==> images/m1.png <==
Bar = 20 microns.
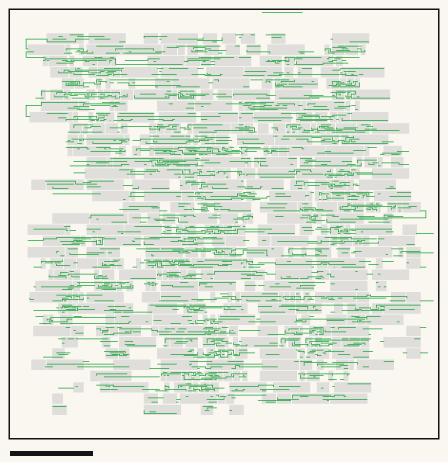
==> images/congestion_map.png <==
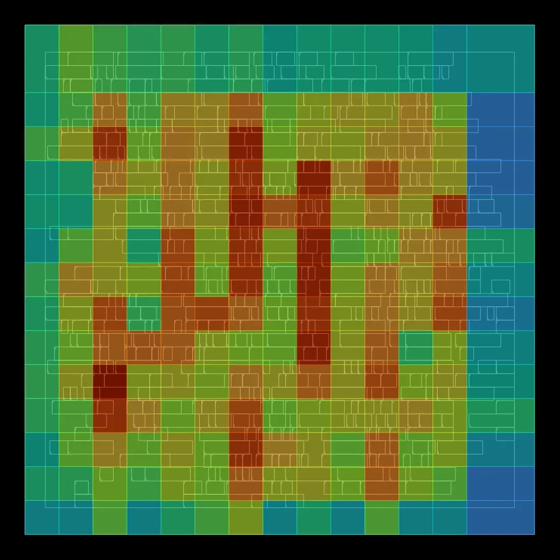
==> images/m2.png <==
Bar = 20 microns.
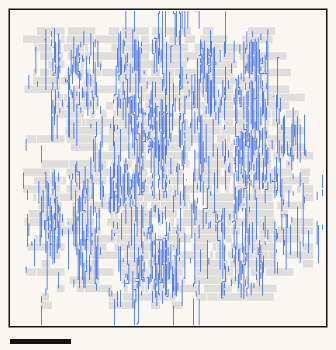
==> images/pinout.png <==
Bar = 20 microns. Pins as bars across the die edge, other pins in gray.
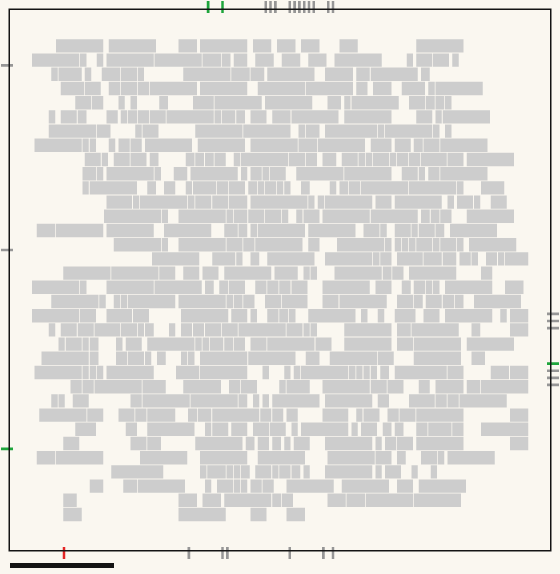
--- config.mk ---
export PLATFORM = sky130hd
export DESIGN_NAME = btn_conditioner
export DESIGN_NICKNAME = d
export VERILOG_FILES = /design/src/rtl/btn_conditioner.sv
export SDC_FILE = /design/constraint.sdc
export NUM_CORES = 1
export LEC_CHECK = 0
export ABC_AREA = 0
export CORE_MARGIN = 4
export CORE_UTILIZATION = 59
export DETAILED_ROUTE_END_ITERATION = 12
export PLACE_DENSITY = 0.8
export SYNTH_ARGS = -nofsm -noshare
export SYNTH_HDL_FRONTEND = slang
export SYNTH_SLANG_ARGS = --single-unit
--- constraint.sdc ---
create_clock -name CCLK -period 2.5 [get_ports CCLK]
set_input_delay 0.375 -clock CCLK [delete_from_list [all_inputs] [get_ports CCLK]]
set_output_delay 0.375 -clock CCLK [all_outputs]
set_load 0.005 [all_outputs]
--- src/rtl/btn_conditioner.sv ---
// N-channel push-button conditioner: 2-flop synchroniser, counter debounce, press/release
// pulses, long-press detection and optional auto-repeat. All outputs are registered.
module btn_conditioner #(
    parameter int unsigned CHANNELS        = 4,
    parameter int unsigned DEBOUNCE_CYCLES = 16,
    parameter int unsigned LONG_CYCLES     = 1000,
    parameter int unsigned REPEAT_CYCLES   = 250
) (
    input  logic                CCLK,
    input  logic                RSTN,
    input  logic [CHANNELS-1:0] btn_raw,
    input  logic [CHANNELS-1:0] repeat_en,
    output logic [CHANNELS-1:0] btn_level,
    output logic [CHANNELS-1:0] btn_press,
    output logic [CHANNELS-1:0] btn_release,
    output logic [CHANNELS-1:0] btn_long,
    output logic [CHANNELS-1:0] btn_repeat
);

    localparam int unsigned CNT_W = $clog2(LONG_CYCLES + REPEAT_CYCLES + 1);

    localparam logic [CNT_W-1:0] DebLast   = CNT_W'(DEBOUNCE_CYCLES - 1);
    localparam logic [CNT_W-1:0] LongLast  = CNT_W'(LONG_CYCLES - 1);
    localparam logic [CNT_W-1:0] LongStart = CNT_W'(LONG_CYCLES);
    localparam logic [CNT_W-1:0] RptLast   = CNT_W'(LONG_CYCLES + REPEAT_CYCLES - 1);

    typedef enum logic {
        StStableLo,
        StStableHi
    } deb_state_e;

    logic [CHANNELS-1:0] sync1_q, sync1_d;
    logic [CHANNELS-1:0] sync2_q, sync2_d;

    always_comb begin
        sync1_d = btn_raw;
        sync2_d = sync1_q;
    end

    always_ff @(posedge CCLK or negedge RSTN) begin
        if (!RSTN) begin
            sync1_q <= '0;
            sync2_q <= '0;
        end else begin
            sync1_q <= sync1_d;
            sync2_q <= sync2_d;
        end
    end

    for (genvar c = 0; c < CHANNELS; c++) begin : g_chan
        deb_state_e       state_q, state_d;
        logic [CNT_W-1:0] dcnt_q, dcnt_d;
        logic [CNT_W-1:0] hcnt_q, hcnt_d;
        logic             press_q, press_d;
        logic             rel_q, rel_d;
        logic             long_q, long_d;
        logic             rpt_q, rpt_d;
        logic             level_cur, level_nxt, differs;

        // Debounce: any cycle where the synchronised input agrees with the level clears the count.
        always_comb begin
            state_d = state_q;
            dcnt_d  = '0;
            differs = sync2_q[c] != (state_q == StStableHi);
            if (differs) begin
                if (dcnt_q == DebLast) begin
                    state_d = (state_q == StStableHi) ? StStableLo : StStableHi;
                end else begin
                    dcnt_d = dcnt_q + CNT_W'(1);
                end
            end
        end

        always_comb begin
            level_cur = (state_q == StStableHi);
            level_nxt = (state_d == StStableHi);
            press_d   = level_nxt & ~level_cur;
            rel_d     = level_cur & ~level_nxt;
            hcnt_d    = '0;
            long_d    = 1'b0;
            rpt_d     = 1'b0;
            // Hold count is 0 in the first high cycle; wraps to LONG_CYCLES after each repeat slot.
            if (level_cur && level_nxt) begin
                hcnt_d = (hcnt_q == RptLast) ? LongStart : hcnt_q + CNT_W'(1);
                long_d = (hcnt_q == LongLast);
                rpt_d  = repeat_en[c] && (hcnt_q == RptLast);
            end
        end

        always_ff @(posedge CCLK or negedge RSTN) begin
            if (!RSTN) begin
                state_q <= StStableLo;
                dcnt_q  <= '0;
                hcnt_q  <= '0;
                press_q <= 1'b0;
                rel_q   <= 1'b0;
                long_q  <= 1'b0;
                rpt_q   <= 1'b0;
            end else begin
                state_q <= state_d;
                dcnt_q  <= dcnt_d;
                hcnt_q  <= hcnt_d;
                press_q <= press_d;
                rel_q   <= rel_d;
                long_q  <= long_d;
                rpt_q   <= rpt_d;
            end
        end

        assign btn_level[c]   = level_cur;
        assign btn_press[c]   = press_q;
        assign btn_release[c] = rel_q;
        assign btn_long[c]    = long_q;
        assign btn_repeat[c]  = rpt_q;
    end

endmodule

==> results.py <==
# Flow results
metrics = {
    "outcome": {
        "outcome": "complete, no violations",
    },
    "final_layout": {
        "layout_top_cells_excl_fill_tap": "116 x dfrtp_1, 88 x nor2_1, 38 x xor2_1",
        "flop_area_sq_mm": 0.00290,
        "diodes_inserted": 0,
        "layout-drive-gt1-share": 0.113,
        "clock_buffer_count": 25,
    },
    "setup_path": {
        "cp.arrival_ns": 2.32,
        "setup.reg_to_reg.worst_slack_ns": 0.57,
        "timing.critical_path.max_delay_family": "simple AND/OR/NAND/NOR gates",
    },
    "placed_design": {
        "dp_cells": 616,
    },
    "cts": {
        "tritoncts": "built",
        "cts-buffers-inserted": 17,
        "clock.latency.late_pin_ns": 0.51,
        "cts.sink_count": 116,
    },
    "pwr": {
        "report.power.total_mw": 4.44,
        "powerSeq_mw": 1.92,
        "power_density_mw_per_mm2": 704,
    },
    "floorplan": {
        "core_region_sq_mm": 0.00881,
    },
    "grt": {
        "grt_max_degree": 51,
        "gr-total-overflow": 0,
    },
    "logic_synthesis": {
        "synth-area-yosys_sq_mm": 0.00537,
        "netlist_instances": 497,
        "netlist.area_leader.share": 0.540,
        "asyncSetResetFlopFracSynth": 1.00,
    },
    "timing": {
        "maxSlewHeadroom": 0.575,
        "timing.clock.skew_ns": 0.0146,
        "timing.setup.tns_ns": 0,
        "setup_violations": 0,
    },
    "routing": {
        "routed_via_density": 5.65,
        "antenna_left": 0,
        "drt_drc_violations_left": 0,
        "drt_first_pass_iters": 4,
    },
}
Notes on m1.png above:
main direction: horizontal
nets with wire on the layer: 513
share of all routed wire: 44%
wire length on this layer: 4440 microns
total vias in the final route: 3665
met1 Usage GRT: 0.262
total length of routed wires: 9990 microns

Notes on congestion_map.png above:
highest-utilization routing layer at the global route stage: met2
met2 track utilization from global routing: 0.342
GRT met3 Usage: 0.0490
Routed WL per cell: 15.4 microns
Core Util, Final: 0.716

Notes on m2.png above:
share of all routed wire: 52%
main direction: vertical
wire length on this layer: 5150 microns
nets with wire on the layer: 491

Notes on pinout.png above:
[red] RSTN | pins: 1 | direction: input | edge: bottom
[green] btn_raw | pins: 4 | direction: input | edge: 2 top, 1 left, 1 right
number of buffers inserted by port buffering: 29
DIE WIDTH: 103 microns
overall die height: 103 microns

## state kept, by name, indices dropped and copies added (netlist names)
name and cells:
g_chan.hcnt_q 44, sync2_q 4, g_chan.press_q 4, sync1_q 4, g_chan.rel_q 4, g_chan.dcnt_q 44
g_chan.long_q 4, g_chan.rpt_q 4, g_chan.level_cur 4
## metal layers
metal | share of wire | vias up
li1 | - | 1754
met1 | 0.44 | 1835
met2 | 0.52 | 68
met3 | 0.031 | 8
met4 | 0.0095 | 0
met5 | 0 | -
## repair_timing
action                     4_1_cts  5_1_grt
hold buffers                     1        0
setup endpoints to repair        0        0
setup buffers                    0        0
hold endpoints to repair        47        0
No activity file was given, so power comes from the tool's default toggle rates.
